Placed cells, one color a class:
Bar = 20 um.
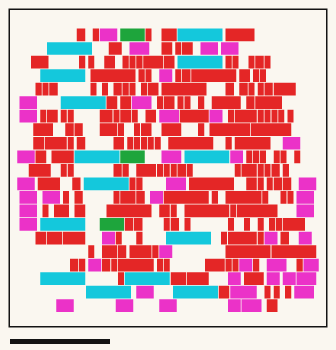
Cells by drive strength:
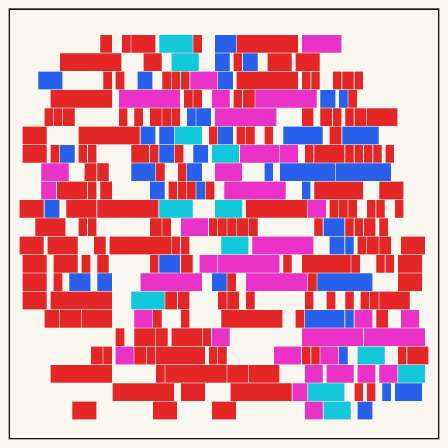
Congestion heat map:
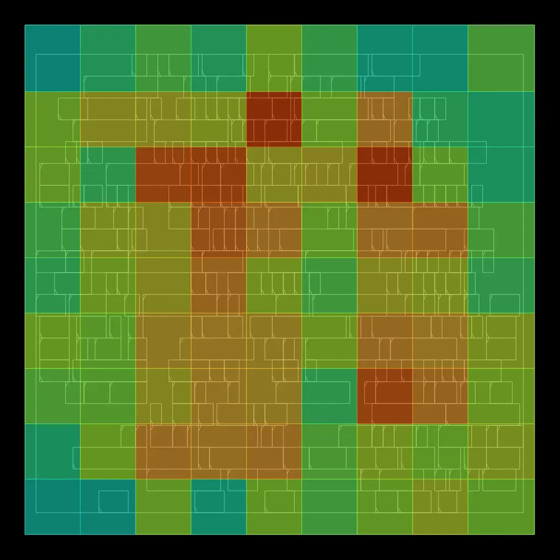
Port wiring:
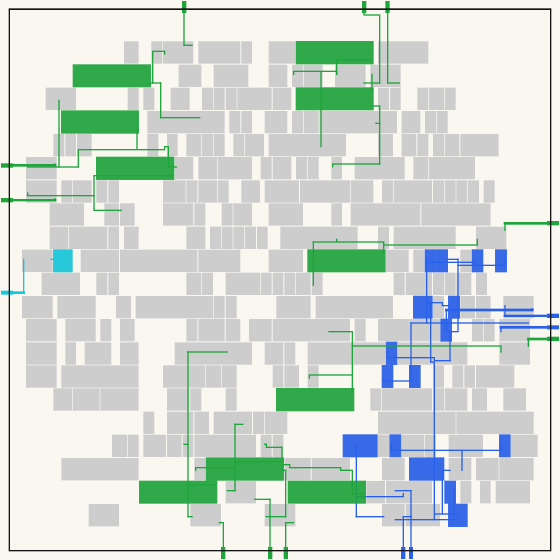
Routed metal per tile:
Bar = 20 um. 13 x 13 tiles, from dark purple (low) to yellow (high), scaled to the fullest tile. Values are wire area over tile area, all layers added.
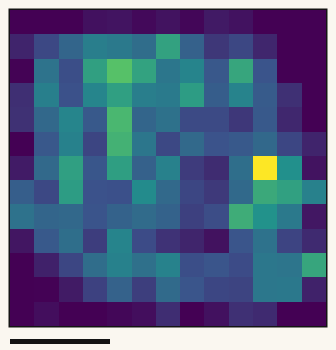
File: config.mk
export PLATFORM = sky130hd
export DESIGN_NAME = mac_sequencer_flat
export DESIGN_NICKNAME = d
export VERILOG_FILES = /design/src/rtl/mac_sequencer_pkg.sv /design/src/rtl/mac_sequencer_if.sv /design/src/rtl/mac_sequencer_mult_4x4.sv /design/src/rtl/mac_sequencer.sv /design/src/flat_wrapper.sv
export SDC_FILE = /design/constraint.sdc
export NUM_CORES = 1
export LEC_CHECK = 0
export ABC_AREA = 1
export CAP_MARGIN = 20
export CORE_UTILIZATION = 40
export DETAILED_ROUTE_END_ITERATION = 7
export PLACE_DENSITY_LB_ADDON = 0.12
export RECOVER_POWER = 25
export SLEW_MARGIN = 0
export SYNTH_ARGS = -nofsm -noshare
export SYNTH_HDL_FRONTEND = slang
export SYNTH_HIERARCHICAL = 1
export SYNTH_SLANG_ARGS = --single-unit
File: constraint.sdc
create_clock -name clk -period 2.3 [get_ports clk]
set_clock_uncertainty 0.05 [all_clocks]
set_input_delay 0.46 -clock clk [delete_from_list [all_inputs] [get_ports clk]]
set_output_delay 0.46 -clock clk [all_outputs]
set_load 0.03 [all_outputs]
File: src/rtl/mac_sequencer_pkg.sv
// Shared widths, limits and FSM encoding for the MAC sequencer.
package mac_sequencer_pkg;

  localparam int DATA_W = 4;
  localparam int PROD_W = 8;
  localparam int ACC_W  = 10;
  localparam int MAX_N  = 4;

  typedef enum logic [1:0] {
    IDLE  = 2'b00,
    CLEAR = 2'b01,
    ACCUM = 2'b10,
    DONE  = 2'b11
  } state_e;

endpackage

File: src/rtl/mac_sequencer_if.sv
// Operand stream and result handshake bundle between fetch, MAC and write-back.
interface mac_sequencer_if;
  import mac_sequencer_pkg::*;

  logic              start;
  logic [DATA_W-1:0] a_in;
  logic [DATA_W-1:0] b_in;
  logic              in_valid;
  logic              in_ready;
  logic [ACC_W-1:0]  result;
  logic              result_valid;
  logic              result_ready;
  logic              busy;

  modport master (
    output start, a_in, b_in, in_valid, result_ready,
    input  in_ready, result, result_valid, busy
  );

  modport slave (
    input  start, a_in, b_in, in_valid, result_ready,
    output in_ready, result, result_valid, busy
  );

endinterface

File: src/rtl/mac_sequencer_mult_4x4.sv
// Unsigned 4x4 -> 8 array multiplier: AND-gate partial products summed by an adder chain.
module mult_4x4
  import mac_sequencer_pkg::*;
(
  input  logic [DATA_W-1:0] i_a,
  input  logic [DATA_W-1:0] i_b,
  output logic [PROD_W-1:0] o_p
);

  logic [PROD_W-1:0] w_pp  [DATA_W];
  logic [PROD_W-1:0] w_sum [DATA_W+1];

  assign w_sum[0] = '0;

  // Each row is a gated by one bit of b, shifted into place and added to the running sum.
  for (genvar g = 0; g < DATA_W; g++) begin : g_row
    assign w_pp[g]    = PROD_W'(i_a & {DATA_W{i_b[g]}}) << g;
    assign w_sum[g+1] = w_sum[g] + w_pp[g];
  end

  assign o_p = w_sum[DATA_W];

endmodule

File: src/rtl/mac_sequencer.sv
// Sequenced multiply-accumulate: clears, accumulates N operand products, then
// holds the dot product on a valid/ready output until the consumer takes it.
module mac_sequencer
  import mac_sequencer_pkg::*;
#(
  parameter int N = 4
) (
  input  logic             clk,
  input  logic             rst_n,
  mac_sequencer_if.slave   bus
);

  localparam int               CNT_W     = $clog2(MAX_N);
  localparam logic [CNT_W-1:0] LAST_BEAT = CNT_W'(N - 1);

  state_e             r_state;
  state_e             w_nextState;
  logic [CNT_W-1:0]   r_beatCnt;
  logic [ACC_W-1:0]   r_accum;
  logic [PROD_W-1:0]  w_prod;
  logic               w_clear;
  logic               w_inReady;
  logic               w_resultValid;
  logic               w_busy;
  logic               w_ld;

  mult_4x4 u_mult (
    .i_a (bus.a_in),
    .i_b (bus.b_in),
    .o_p (w_prod)
  );

  // A beat is an accepted pair; in_ready is only ever high in ACCUM.
  assign w_ld = w_inReady & bus.in_valid;

  // State register; reset drops any partial run back to IDLE.
  always_ff @(posedge clk or negedge rst_n) begin
    if (!rst_n) r_state <= IDLE;
    else        r_state <= w_nextState;
  end

  // Next-state decode; start only counts in IDLE, so a start during the DONE handshake is lost.
  always_comb begin
    w_nextState = r_state;
    case (r_state)
      IDLE:    if (bus.start) w_nextState = CLEAR;
      CLEAR:   w_nextState = ACCUM;
      ACCUM:   if (w_ld && (r_beatCnt == LAST_BEAT)) w_nextState = DONE;
      DONE:    if (bus.result_ready) w_nextState = IDLE;
      default: w_nextState = IDLE;
    endcase
  end

  // Output decode purely from the registered state so no input reaches an output combinationally.
  always_comb begin
    w_clear       = 1'b0;
    w_inReady     = 1'b0;
    w_resultValid = 1'b0;
    w_busy        = 1'b1;
    case (r_state)
      IDLE:    w_busy        = 1'b0;
      CLEAR:   w_clear       = 1'b1;
      ACCUM:   w_inReady     = 1'b1;
      DONE:    w_resultValid = 1'b1;
      default: w_busy        = 1'b0;
    endcase
  end

  // Beat counter: zeroed in CLEAR, advanced on each accepted pair.
  always_ff @(posedge clk or negedge rst_n) begin
    if (!rst_n)     r_beatCnt <= '0;
    else if (w_clear) r_beatCnt <= '0;
    else if (w_ld)    r_beatCnt <= r_beatCnt + 1'b1;
  end

  // Accumulator with clear > load > hold; it keeps its value after DONE until the next CLEAR.
  always_ff @(posedge clk or negedge rst_n) begin
    if (!rst_n)       r_accum <= '0;
    else if (w_clear) r_accum <= '0;
    else if (w_ld)    r_accum <= r_accum + {2'b00, w_prod};
  end

  assign bus.in_ready     = w_inReady;
  assign bus.result_valid = w_resultValid;
  assign bus.busy         = w_busy;
  assign bus.result       = r_accum;

endmodule

File: src/flat_wrapper.sv
// flat-port wrapper written by rule: the top's interface ports become plain ports
module mac_sequencer_flat import mac_sequencer_pkg::*;
#(
  parameter int N = 4
)
  (clk, rst_n, bus_start, bus_a_in, bus_b_in, bus_in_valid, bus_result_ready, bus_in_ready, bus_result, bus_result_valid, bus_busy);
  mac_sequencer_if bus_i ();
  input  logic clk;
  input  logic rst_n;
  input wire logic [$bits(bus_i.start)-1:0] bus_start;
  input wire logic [$bits(bus_i.a_in)-1:0] bus_a_in;
  input wire logic [$bits(bus_i.b_in)-1:0] bus_b_in;
  input wire logic [$bits(bus_i.in_valid)-1:0] bus_in_valid;
  input wire logic [$bits(bus_i.result_ready)-1:0] bus_result_ready;
  output wire logic [$bits(bus_i.in_ready)-1:0] bus_in_ready;
  output wire logic [$bits(bus_i.result)-1:0] bus_result;
  output wire logic [$bits(bus_i.result_valid)-1:0] bus_result_valid;
  output wire logic [$bits(bus_i.busy)-1:0] bus_busy;
  assign bus_i.start = bus_start;
  assign bus_i.a_in = bus_a_in;
  assign bus_i.b_in = bus_b_in;
  assign bus_i.in_valid = bus_in_valid;
  assign bus_i.result_ready = bus_result_ready;
  assign bus_in_ready = bus_i.in_ready;
  assign bus_result = bus_i.result;
  assign bus_result_valid = bus_i.result_valid;
  assign bus_busy = bus_i.busy;
  mac_sequencer #(.N(N)) u_core (.clk(clk), .rst_n(rst_n), .bus(bus_i));
endmodule
==> GITHUB_STEP_SUMMARY <==
## PnR job results

| Metric | Value |
|---|---|
| Status | `finished with violations` |
| Violated checks | `negative setup slack` |
| Rows | `21` |
| Min Tclk post-route | `~3.4 ns` |
| Top cell type by total area after synthesis | `dfrtp_1` |
| Hold/Removal Path Class | `flop to flop` |
| Crit path DAT | `3.48 ns` |
| Distinct lib cells used | `24` |
| Fin nets | `306` |
| Leak | `around 1.1 nW` |
| Hold Crit Start | `u_core/r_beatCnt[0]` |
| Worst slew pin tran | `0.665 ns` |
| Number of non-clock inverters in the layout | `approximately 42` |
| Diode count | `0` |
| Slew headroom | `55.5%` |
| R2R Path Start | `u_core/bus.result[0]` |
| CTS Buf Count | `3` |
| Most common cell in the synthesized netlist | `nand2_1` |
| Fin Setup TNS | `-6.31 ns` |
| RePlAce Congestion | `0.788` |
| Final core occ | `65.9%` |
| Post-CTS Hold Fix Bufs | `0` |
| # Max-Cap Violations | `0` |
| M1 WL | `1520 um` |
| Netlist Area Pre-Place | `0.00151 mm2` |
| Die X | `63.5 um` |
| Largest net degree at the start of global routing | `15` |
| Buf/Inv on CP | `6` |
| Critical path type | `input port to flop` |
| Clk_buf instances | `3` |
| FF+latch area | `about 350 um2` |
| Post-CTS Setup Inserts | `3` |
| CTS Buffer Depth | `2` |
| Vias per std cell | `about 4.7` |
| Critical path endpoint category | `flop` |
| Number of global-route vias before repair | `1533` |
| Clock Pin Slew Worst Setup and Hold Paths | `about 0.060 ns` |
| YS chip area | `approximately 0.0015 mm2` |
| Met1 usage | `23.2%` |
| Worst Path Required | `2.39 ns` |
| Share of cells above drive strength 1 | `33.0%` |
| FF+latch count | `14` |
| Final Cycle Share | `147%` |
| Latency at later pin | `0.25 ns` |
| Worst Setup Start Kind | `input port` |
| Detail Route Antenna Nets | `0` |
| Crit. path cell count | `22` |
| Crit path max-delay family | `adder cells` |
| Syn Nets | `257` |
| Combinational fraction of the cell area | `54.9%` |
| Most frequent cells after synthesis | `nand2_1, inv_1, ha_1` |
| Die span in y | `63.5 um` |
| N_taps | `46` |
| Most used cell, CP | `inv_2` |
| Fmax | `around 0.30 GHz` |
| Min-Delay Path Depth | `1` |
| Cts repair resizes | `roughly 47` |
| GRT busiest layer | `met2` |
| FP Core Util | `a little over two fifths` |
| Fillers | `316` |
| Met2 usage in global routing | `36.0%` |
| Post-synth EDFFs | `0` |
| NonClk Buf Share | `a little under a fifth` |
| Ys Warns | `6` |
| Dpl hpwl | `2600 um` |
| Worst Slack Setup Final | `-1.08 ns` |
| Final Hold Fails | `0` |
| Yosys cell count | `217` |
| Area share, top type | `23.2%` |
| DRC Markers | `0` |
| Sequence of cells on the critical path | `buf_8, nand2_4, inv_4, ha_4, inv_2, fa_2, xor2_2, fa_1, inv_2, ha_4, inv_2, fa_2, xnor2_2, ha_4, nand2_2, nand2_2, inv_2, o21a_1, nand2_2, nand3_2, nand2_1, nor2_1` |
| CP Max Fanout | `5` |
| Logic area | `0.00125 mm2` |
| CP max stage delay | `approximately 0.44 ns` |
| Met3 routed WL | `~150 um` |
| RSZ-0062 raised after global routing | `yes` |
| H-tree levels | `1` |
| WL met2 | `1770 um` |
| Yosys simple share | `28.0%` |
| Top sig layer | `met4` |
| Root buf cell | `clkbuf_8` |
| Clk tree area frac | `1.81%` |
| First-pass iteration count of the detailed router | `4` |
| Yosys xor share | `roughly 1.7%` |
| GRT overflow | `0` |
| Post-Synth AOI/OAI Area | `11.2%` |
| Syn Area/Cell | `6.97 um2` |
| Worst Hold Slack | `0.455 ns` |
| Number of logic gates | `161` |
| Cell Pwr Density | `864 mW/mm2` |
| Slew Limit Fails | `0` |
| Post-synth ARST share | `100%` |
| Cell class ranked first by area | `logic gates` |
| CTS tree | `done` |
| Seq/Total Area, Yosys | `23.2%` |
| Mux frac, synth | `0%` |
| Ys flop type | `dfrtp_1` |
| Worst path slowest cell | `fa_1` |
| Total power draw | `0.00198 W` |
| Main area contributors | `dfrtp_1, nand2_1, ha_1` |
| Top logic family | `simple AND/OR/NAND/NOR gates` |
| Crit. Startpoint | `bus_b_in[1]` |
| Final Setup Violations | `7` |
| OpenROAD warnings | `32` |
| Initial antenna violation count | `0` |
| Synthesis-stage register bit count | `14` |
| Synth Instances | `217` |
| Drt first-iter violations | `between 40 and 50` |
| Die area | `0.00403 mm2` |
| Worst vdd ir | `a little over 0.6 mV` |
| Worst R2R Path Depth | `9` |
| Adder Area Share | `25.3%` |
| Sink Count | `14` |
## Picture notes: 'placed cells, one color a class'
registers: in cyan, cells 14, share of their area 16%. clock-net drivers: in green, cells 3, share of their area 1.9%. remaining buffers and delay cells: in magenta, cells 44, share of their area 19%. remaining logic cells: in red, cells 203, share of their area 64%.
design area: 0.00229 mm2
sequential share of cell area: 15.3%
core area: 0.00347 mm2

## Picture notes: 'cells by drive strength'
x1 and smaller: in red, cells 177, share 67%, most used nand2_1. x6 and larger: in cyan, cells 12, share 4.5%, most used buf_6. x2: in blue, cells 41, share 16%, most used nand2_2. x3 and x4: in magenta, cells 34, share 13%, most used buf_4.
Worst Slack Setup Final: -1.08 ns
P&R area growth vs syn: 51.2%
count of non-CTS buffers in the layout: 44

## Picture notes: 'congestion heat map'
routed len/inst: 11.2 um
met3 Use GR: 2.90%

## Picture notes: 'port wiring'
bus_in_valid: in cyan, direction input, edge west, end cells 1, buffers 1, wire 5.50 um. bus_b_in: in blue, direction input, edge 2 south, 2 east, end cells 16, buffers 6, wire 188 um. bus_result: in green, direction output, edge 3 south, 3 north, 2 east, 2 west, end cells 10, buffers 10, wire 303 um.
# IOs: 26
IO Port Bufs: 25

## Picture notes: 'routed metal per tile'
11% of the tiles are over half the peak. The mean over all tiles is 0.14. The fullest tile reaches 0.53. 15% of the tiles are nearly empty.
via count: 1472
GRT Util Overall: 19.9%
Post-Route WL: 3480 um

## power breakdown
part	internal, W	leakage, nW	switching (W)	total [W]
registers	0.000324	0.188	0.0000768	0.000401
logic	0.000626	0.921	0.000740	0.00137
clock network	0.000116	0.0216	0.0000919	0.000208
## stage by stage
step / std cells / setup slack, ns / cell area (um2)
global placement: 303 / -1.79 / 2010
floorplan: 217 / -1.06 / 1590
global route: 310 / -1.24 / 2290
detailed placement: 303 / -1.81 / 2010
finish: 310 / -1.08 / 2290
CTS: 309 / -1.11 / 2180
## state kept, by name, summed over array words and instances, names as in the netlist
| register | count |
|---|---|
| u_core/r_beatCnt | 2 |
| u_core/r_state | 2 |
| u_core/bus.result | 10 |
## logic make-up after synthesis
group,after synthesis
AND/OR/NAND/NOR,103
buffers and inverters,42
AND-OR/OR-AND,28
adder cells (fa/ha/maj),27
flip-flops,14
XOR/XNOR,3
## final timing paths
kind,endpoint,slack [ns]
setup / recovery,u_core/bus.result[8],-1.08
setup reg to reg,u_core/bus.result[6],0.53
min in group asynchronous,u_core/r_beatCnt[0],0.63
max in group asynchronous,u_core/r_state[0],1.14
hold reg to reg,u_core/r_beatCnt[0],0.45
hold / removal,u_core/r_beatCnt[0],0.45
## placed cells by master, fill, tap and decap left out, drive strengths merged, types with 2 or more instances in the layout
master          n
nand3          12
xor2            2
buf            23
o21ai          14
a22o            2
inv            42
dfrtp          14
clkbuf          3
nor2           17
ha             21
clkdlybuf4s50  18
a21oi           9
fa              6
nand2          74
## worst register-to-register path, stage by stage, from the launching register on
cell	delay, ns
dfrtp_1	0.37
ha_1	0.19
inv_1	0.06
fa_1	0.41
o21ai_2	0.22
nand2_1	0.12
nand2_4	0.09
nand2_2	0.05
nand2_2	0.05
o21ai_2	0.04
Power is estimated from default activity; no workload was simulated.
